`config.mk`:
```
export PLATFORM = sky130hd
export DESIGN_NAME = burst_shift_register
export DESIGN_NICKNAME = d
export VERILOG_FILES = /design/src/rtl/burst_shift_register_pkg.sv /design/src/rtl/burst_shift_register_shift_step.sv /design/src/rtl/burst_shift_register.sv
export SDC_FILE = /design/constraint.sdc
export NUM_CORES = 1
export LEC_CHECK = 0
export ABC_AREA = 1
export ABC_CLOCK_PERIOD_IN_PS = 1200
export CELL_PAD_IN_SITES_DETAIL_PLACEMENT = 0
export CELL_PAD_IN_SITES_GLOBAL_PLACEMENT = 1
export CORE_ASPECT_RATIO = 0.7
export CORE_MARGIN = 1.5
export CORE_UTILIZATION = 31
export DETAILED_ROUTE_END_ITERATION = 16
export PLACE_DENSITY = 0.87
export SYNTH_ARGS = -nofsm -noshare
export SYNTH_HDL_FRONTEND = slang
export SYNTH_SLANG_ARGS = --single-unit
```
`constraint.sdc`:
```
create_clock -name clk -period 1.2 [get_ports clk]
set_input_delay 0.3 -clock clk [delete_from_list [all_inputs] [get_ports clk]]
set_output_delay 0.3 -clock clk [all_outputs]
set_load 0.02 [all_outputs]
```
`src/rtl/burst_shift_register_pkg.sv`:
```
// burst_shift_register_pkg: mode encodings and FSM state type shared by the burst shift register files
package burst_shift_register_pkg;
   localparam logic [1:0] MODE_SHL = 2'b00;
   localparam logic [1:0] MODE_SHR = 2'b01;
   localparam logic [1:0] MODE_ROL = 2'b10;
   localparam logic [1:0] MODE_ROR = 2'b11;
   typedef enum logic {ST_IDLE, ST_BUSY} state_t;
endpackage

```
`src/rtl/burst_shift_register_shift_step.sv`:
```
// burst_shift_register_shift_step: one combinational shift/rotate step of q
//   in : q (current value), mode (operation), serial_in (fill bit for shifts)
//   out: q_next (value after the step), serial_out (bit leaving the register)
//   BURST_SHIFT_ARITH_EN: mode 01 replicates the sign bit instead of using serial_in
module burst_shift_register_shift_step
   import burst_shift_register_pkg::*;
#(
   parameter int WIDTH = 8
) (
   input  logic [WIDTH-1:0] q,
   input  logic [1:0]       mode,
   input  logic             serial_in,
   output logic [WIDTH-1:0] q_next,
   output logic             serial_out
);
   logic lfill, rfill;
   assign lfill = mode == MODE_ROL ? q[WIDTH-1] : serial_in;
`ifdef BURST_SHIFT_ARITH_EN
   assign rfill = mode == MODE_ROR ? q[0] : mode == MODE_SHR ? q[WIDTH-1] : serial_in;
`else
   assign rfill = mode == MODE_ROR ? q[0] : serial_in;
`endif
   // mode bit 0 selects the right-moving operations
   assign q_next     = mode[0] ? {rfill, q[WIDTH-1:1]} : {q[WIDTH-2:0], lfill};
   assign serial_out = mode[0] ? q[0] : q[WIDTH-1];
endmodule

```
`src/rtl/burst_shift_register.sv`:
```
// burst_shift_register: WIDTH-bit register with parallel load and counted shift/rotate bursts
//   in : clk, reset (sync, active-high), load, data_in, start, mode, count, serial_in
//   out: q (contents), serial_out (last bit moved out), busy (burst running), done (one-cycle end pulse)
//   BURST_SHIFT_ARITH_EN: mode 01 becomes an arithmetic shift right
module burst_shift_register
   import burst_shift_register_pkg::*;
#(
   parameter int WIDTH = 8,
   parameter int CW    = $clog2(WIDTH+1)
) (
   input  logic             clk,
   input  logic             reset,
   input  logic             load,
   input  logic [WIDTH-1:0] data_in,
   input  logic             start,
   input  logic [1:0]       mode,
   input  logic [CW-1:0]    count,
   input  logic             serial_in,
   output logic [WIDTH-1:0] q,
   output logic             serial_out,
   output logic             busy,
   output logic             done
);
   state_t           state;
   logic [1:0]       mode_r;
   logic [CW-1:0]    remaining;
   logic [WIDTH-1:0] q_next;
   logic             so_next;

   burst_shift_register_shift_step #(.WIDTH(WIDTH)) u_step (
      .q(q), .mode(mode_r), .serial_in(serial_in), .q_next(q_next), .serial_out(so_next)
   );

   assign busy = state == ST_BUSY;

   always_ff @(posedge clk) begin
      if (reset) begin
         state      <= ST_IDLE;
         q          <= '0;
         serial_out <= 1'b0;
         done       <= 1'b0;
         mode_r     <= '0;
         remaining  <= '0;
      end else begin
         done <= 1'b0;
         if (state == ST_BUSY) begin
            q          <= q_next;
            serial_out <= so_next;
            remaining  <= remaining - 1'b1;
            if (remaining == CW'(1)) begin
               state <= ST_IDLE;
               done  <= 1'b1;
            end
         end else if (load) begin
            q <= data_in;
         end else if (start) begin
            if (count == '0) begin
               done <= 1'b1;
            end else begin
               mode_r    <= mode;
               remaining <= count;
               state     <= ST_BUSY;
            end
         end
      end
   end
endmodule

```
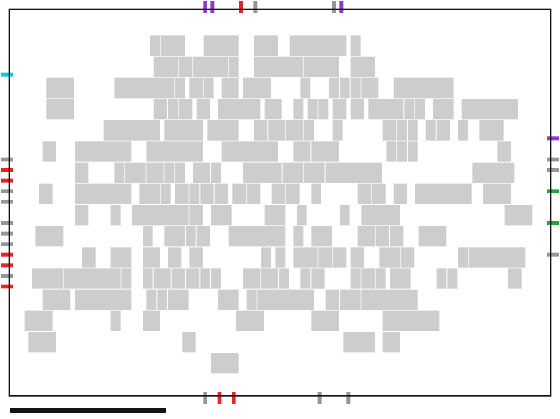
run_1/pins.png
Bar = 20 um. Pins as bars across the die edge, other pins in gray.
legend:
  purple:
    port: `count`
    pins: 4
    direction: input
    edge: 3 top, 1 right
  cyan:
    port: `clk`
    pins: 1
    direction: input
    edge: left
  green:
    port: `mode`
    pins: 2
    direction: input
    edge: right
  red:
    port: `data_in`
    pins: 8
    direction: input
    edge: 5 left, 2 bottom, 1 top

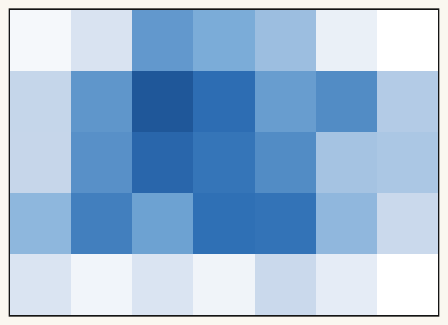
run_1/density.png
The die is cut into 7 by 5 equal tiles; white is low, dark blue is high, 0 to 100% covered.
mean over tiles: 40%
fullest tile: 84%
nearly empty tiles: 5.7%
densest ninth of the die: middle

==> impl_metrics.env <==
# yosys + openroad results
export IMPL_outcome="complete, no violations"
export IMPL_top_cells_by_count="nand2_1, dfxtp_1, a21oi_1"
export IMPL_drtPass1Iterations=4
export IMPL_cp_cell_sequence="clkdlybuf4s15_1"
export IMPL_final_nets=201
export IMPL_multiInputCombCellCount=100
export IMPL_root_buffer="clkbuf_8"
export IMPL_insertion_delay_ns=0.26
export IMPL_synthTopCellsByArea="dfxtp_1, nand2_1, a21oi_1"
export IMPL_ys_types=24
export IMPL_num_nonclk_buffers=44
export IMPL_synth_simple_area_share_pct=32.6
export IMPL_sh_comb_area_pct=38.8
export IMPL_drc=0
export IMPL_hold_class="input pin to register"
export IMPL_area_growth_pct=48.3
export IMPL_fa_ha_area_share_pct=2.62
export IMPL_cts_resized=34
export IMPL_ir_drop_v=0.000669
export IMPL_logic_area_sq_um=551
export IMPL_finalSetupViolations=0
export IMPL_seq_area_sq_um=343
export IMPL_finalHoldViolations=0
export IMPL_antennaDiodeCount=0
export IMPL_ant_nets=0
export IMPL_gp_congestion=0.857
export IMPL_synth_area_leader_cell="dfxtp_1"
export IMPL_clk_pin_slew_ns=0.07
export IMPL_slowest_delay_ns=0.32
export IMPL_grt_overflow=0
export IMPL_dp_hpwl_um=2040
export IMPL_ys_sh_xor_pct=0
export IMPL_fin_cells=215
export IMPL_n_fill_cell=303
export IMPL_via_count=1054
export IMPL_slew_viol_final=0
export IMPL_min_path_cells=4
export IMPL_cts_num_sinks=17
export IMPL_reg2reg_depth=6
export IMPL_cp_depth=1
export IMPL_fp_nets=156
export IMPL_cellPowerDensity_nw_per_um2=1080
export IMPL_synth_avg_cell_area_sq_um=7.08
export IMPL_path_delay_family="flip-flops"
export IMPL_fp_utilization_pct=33.4
export IMPL_ys_top_logic_family="simple AND/OR/NAND/NOR gates"
export IMPL_worstPathRequired_ns=0.90
export IMPL_yosysWarnings=0
export IMPL_edf_count=0
export IMPL_flop_cell="dfxtp_1"
export IMPL_drive_gt1_share_pct=26.8
export IMPL_fp_dieH_um=49.5
export IMPL_ys_chip_area_sq_um=956
export IMPL_fin_skew_ns=0.00892
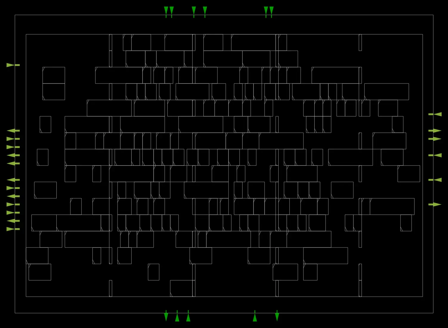
run_1/final_placement.png
area of the core: 2860 sq um
FFs & Latches: 17
FP Rows: 16

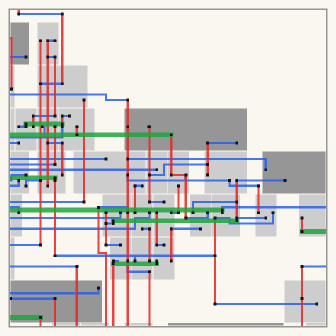
run_1/zoom.png
Region (42, 27) to (62, 47) um. Cells in gray, sequential cells in the stronger gray; small squares are vias.
legend:
  blue:
    layer: met1
  red:
    layer: met2
  green:
    layer: met3
sequential cells in the window: 3
most frequent: nand2_1 (8), nor2_1 (4)
cells with their middle in the window: 25

[run 1: stage by stage]
stage / setup TNS (ns) / util [%] / worst slack (ns) / hold WS, ns / instance area, sq um
after floorplan: 0 / - / 0.0773 / 0.369 / 956
final: 0 / 49.5 / 0.0320 / 0.406 / 1420
after global routing: -0.00414 / 49.5 / -0.00414 / 0.478 / 1420
after detailed placement: -4.97 / 48.2 / -0.350 / 0.507 / 1380
after CTS: -0.0105 / 50.2 / -0.0105 / 0.520 / 1440
after global placement: -4.47 / 48.2 / -0.316 / 0.496 / 1380
[run 1: cells in the final DEF, fill, tap and decap left out, types with 3 or more instances in the layout]
master,instances
dlymetal6s2s_1,3
nand2_1,30
dlygate4sd2_1,3
nor2_1,11
o21ai_1,4
buf_2,3
clkdlybuf4s50_1,12
clkbuf_8,3
nand3_1,8
o21ai_0,11
clkbuf_2,5
dfxtp_1,15
a31oi_1,6
buf_4,14
a21oi_1,12
inv_1,10
nor2_2,3
[run 1: worst paths after layout]
| check | startpoint | end | slack [ns] |
|---|---|---|---|
| worst max-delay path | done | done | 0.03 |
| worst max register to register | remaining[1] | remaining[2] | 0.07 |
| worst min-delay path | count[1] | done | 0.41 |
| worst min register to register | remaining[1] | remaining[1] | 0.51 |
[run 1: routing by layer]
| metal | vias up | routed length, um | GRT usage [%] |
|---|---|---|---|
| met5 | - | 0 | 0 |
| met1 | 464 | 1360 | 24.2 |
| met4 | 0 | 8 | 1.96 |
| met3 | 2 | 247 | 5.52 |
| met2 | 48 | 1070 | 23.7 |
| li1 | 540 | - | - |
[run 1: flip-flops by register name (all words and copies together), names as in the netlist]
register and cells:
done 1, busy 1, q 8, remaining 4, mode_r 2, serial_out 1
[run 1: report_power, final]
group	switching, mW	internal, mW
logic	0.254	0.204
clock network	0.198	0.236
registers	0.0303	0.612
total	0.483	1.05
